Design ex_mdu, sky130hd; sources not shown.
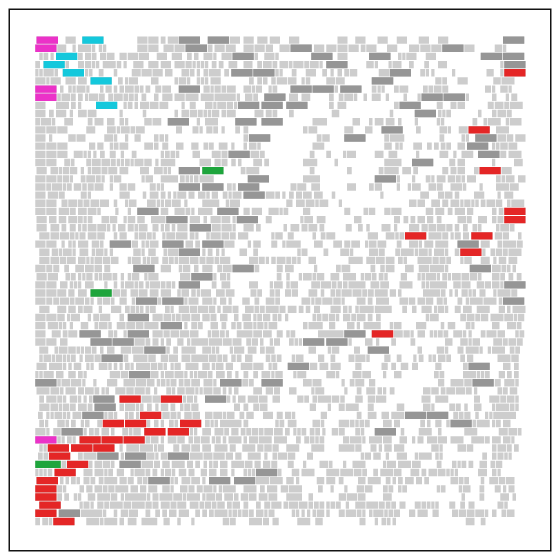
**Above:** register map, names as in the netlist.
Other sequential cells in the stronger gray, the rest of the logic in the fainter gray.
color	signal	flops
cyan	`cnt`	6
red	`opnd_q`	32
magenta	`out_rd_addr`	5
green	`op_q`	3
not colored	103
P_seq: 0.895 mW
flop share of the area: 0.1652
Flop area: 2987 sq um

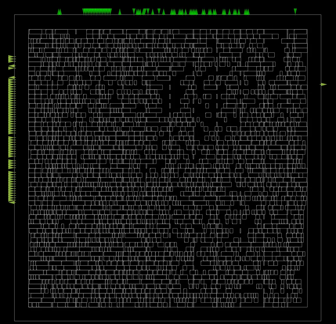
**Above:** placed standard cells.
Non-Filler Instances: 2,709
Filler cells: 2,256

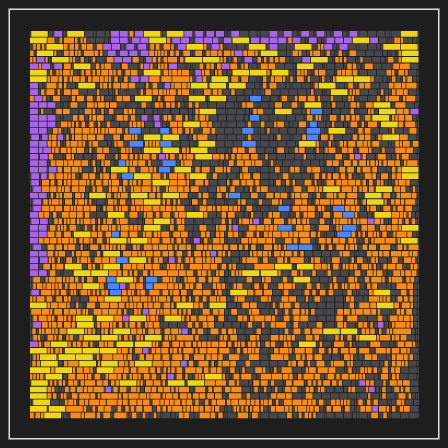
**Above:** cell classes on the final placement.
Fill, decap, tap and diode cells in gray.
color	class	cells	share of their area
purple	other buffers and delay cells	147	7.9%
orange	combinational and other logic	2,040	73%
blue	clock drivers and dummy loads	32	2.5%
yellow	flops	149	17%
final instance area: 18,080 sq um
core area: 26,730 sq um
post-route core utilization: 0.6766

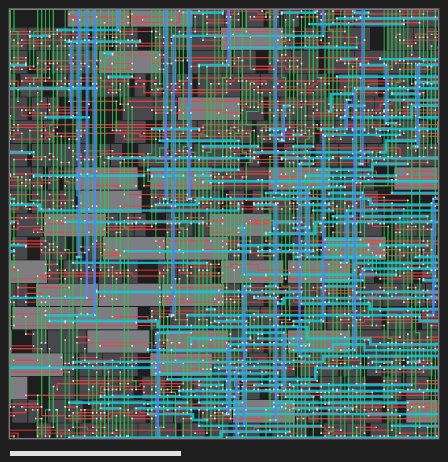
**Above:** zoomed window.
The bar under the picture is 20 microns long. Region (20, 20) to (70, 70) microns. Cells in gray, sequential cells in the stronger gray; small squares are vias.
color	layer
cyan	metal 3
red	metal 1
blue	metal 4
green	metal 2
cells with their middle in the window	286
most frequent	nor2_1 (44), dfxtp_1 (30), nand2_1 (29)
sequential cells in the window	30

==> flow_metrics.py <==
# Generated from Yosys and OpenROAD reports
metrics = {
    "placed_design": {
        "dpl.cell_count": 2677,
        "dpl.hpwl_microns": 53940,
    },
    "setup_path": {
        "critPathKind": "input pin to flop",
        "crit_top_cell": "o21ai_0",
        "r2r_cells": 16,
        "crit_path_max_incr_delay_ps": 600,
        "crit_slowest_cell": "or4_1",
        "cp-start-kind": "input pin",
        "arrival_ps": 6550,
        "crit_path_end_kind": "flop",
    },
    "die": {
        "die_w_microns": 180.0,
        "io_pins": 117,
        "core.rowCount": 60,
        "fp_util": 0.6142,
        "chipArea_sq_um": 32420,
    },
    "synth": {
        "synth_flops": 149,
        "yosys_warnings": 0,
        "yosysChipArea_sq_um": 16420,
        "synthFlopType": "dfxtp_1",
        "synth_area_leader_cell": "dfxtp_1",
        "postSynthAreaPerCell_sq_um": 7.021,
        "synth.most_common_cell": "nor2_1",
        "synth_cell_types": 100,
        "netlist_top_cells_count": "nor2_1, nand2_1, a21oi_1",
        "synth_cells": 2338,
        "ys_cells": 2338,
        "synthArstFlopShare": 0,
        "area_leaders": "dfxtp_1, nor2_1, ha_1, a21oi_1, xnor2_1",
        "fp_nets": 2491,
        "ys_seq_share": 0.1817,
    },
    "outcome": {
        "status": "completed",
    },
    "power_and_ir_drop": {
        "p_per_area_nw_per_um2": 147.9,
        "ir_drop_mv": 0.1052,
        "p_leak_nw": 6.729,
        "total_power_mw": 2.675,
    },
    "layout": {
        "layout.nets": 2508,
        "n_antenna_cell": 0,
        "syn_to_final_growth_pct": 10.15,
        "layout-drive-gt1-share": 0.06503,
    },
    "run": {
        "cap_viol_max_count": 0,
    },
    "global_route": {
        "overflow": 0,
        "antenna_found_initial": 1,
        "grt_usage": 0.4076,
        "grt_start_max_net_pins": 73,
        "grt_pass1_vias": 17780,
        "grt_pass1_wl_microns": 105100,
    },
    "sta": {
        "tightest_slew_ps": 1098,
        "rsz0062_at_grt": "no",
        "hold_violations": 0,
        "final.setup.tns_ps": 0,
        "slew_headroom": 0.2665,
        "fmax_mhz": 162.6,
        "slew_violations": 0,
    },
    "routing": {
        "ant_nets": 0,
        "routedWlPerCell_microns": 25.80,
        "firstDrtPassIters": 8,
        "wl_microns": 69890,
        "drtIter0Drc": 3076,
        "drc": 0,
        "vias_per_cell": 7.138,
    },
    "clock_tree": {
        "cts_buffer_depth": 2,
        "htreeDepth": 4,
        "cts.sinks": 149,
        "root_buffer": "clkbuf_8",
        "hold_buffers": 0,
        "clk_pin_slew_ps": 120,
        "cts_tree": "yes",
        "clock_latency_ps": 500,
    },
    "min_path": {
        "hold_depth": 2,
        "hold_class": "flop to flop",
    },
}
-- stage by stage --
| step | hold WS (ps) | worst slack [ps] |
|---|---|---|
| 6_report | 468.4 | 1249 |
| 5_1_grt | 501.9 | 981.0 |
| 4_1_cts | 471.8 | 1458 |
| 3_5_place_dp | 456.3 | 957.5 |
| 3_3_place_gp | 443.0 | 1125 |
| 2_1_floorplan | 436.6 | 1969 |
-- kinds of logic after synthesis --
group,synth area share
XOR/XNOR,0.09070
buffers and inverters,0.05533
multiplexers,0.03781
flip-flops,0.1817
adder cells (fa/ha/maj),0.05884
AND-OR/OR-AND,0.2968
AND/OR/NAND/NOR,0.2788
-- metal layers --
metal  vias up  routed length (microns)  global-route usage
met5         -                       12                   0
met4         2                     4621              0.2394
met3       312                     8590             0.09435
met2      1469                    30150              0.6303
met1      8938                    26520              0.5130
li1       8616                        -                   -
-- final cells by class --
class	instances	share of cell area
clock inverters	15	0.01100
well taps	341	0.02360
clock buffers	17	0.01294
repair buffers	147	0.07667
flip-flops and latches	149	0.1652
inverters	76	0.01578
multi-input cells	1964	0.6949
-- power by group --
| part | switching [mW] | total (mW) | internal, mW |
|---|---|---|---|
| Sequential | 0.0543 | 0.895 | 0.840 |
| Combinational | 0.706 | 1.07 | 0.363 |
| Clock | 0.446 | 0.712 | 0.266 |
| Total | 1.21 | 2.67 | 1.47 |
-- worst max-delay path: cells and delay by family --
family                 cells  cell delay [ps]
AND/OR/NAND/NOR            7             2790
AND-OR/OR-AND              5             1020
buffers and inverters      1              500
-- placed cells by master (no fill, tap or decap), drive strengths merged, types with 12 or more instances in the layout --
master	Yosys	final
nor4	20	20
o31ai	23	23
a22oi	34	34
a21o	24	24
or4	14	14
a31oi	34	34
nor3	92	92
or2	35	35
a221oi	15	15
xor2	73	73
inv	76	83
o221ai	12	12
and2	44	44
a211oi	43	43
dfxtp	149	149
buf	44	33
nand4	40	40
or3	29	29
nor2b	15	15
a311oi	39	39
mux2i	53	53
nor3b	12	12
nor2	308	308
ha	74	74
clkbuf	105	17
nand2b	30	30
clkdlybuf4s50	0	114
nand2	225	225
a21oi	185	185
nand3	30	30
xnor2	97	97
o21ai	140	140
o211ai	55	55
No activity file was given, so power comes from the tool's default toggle rates.
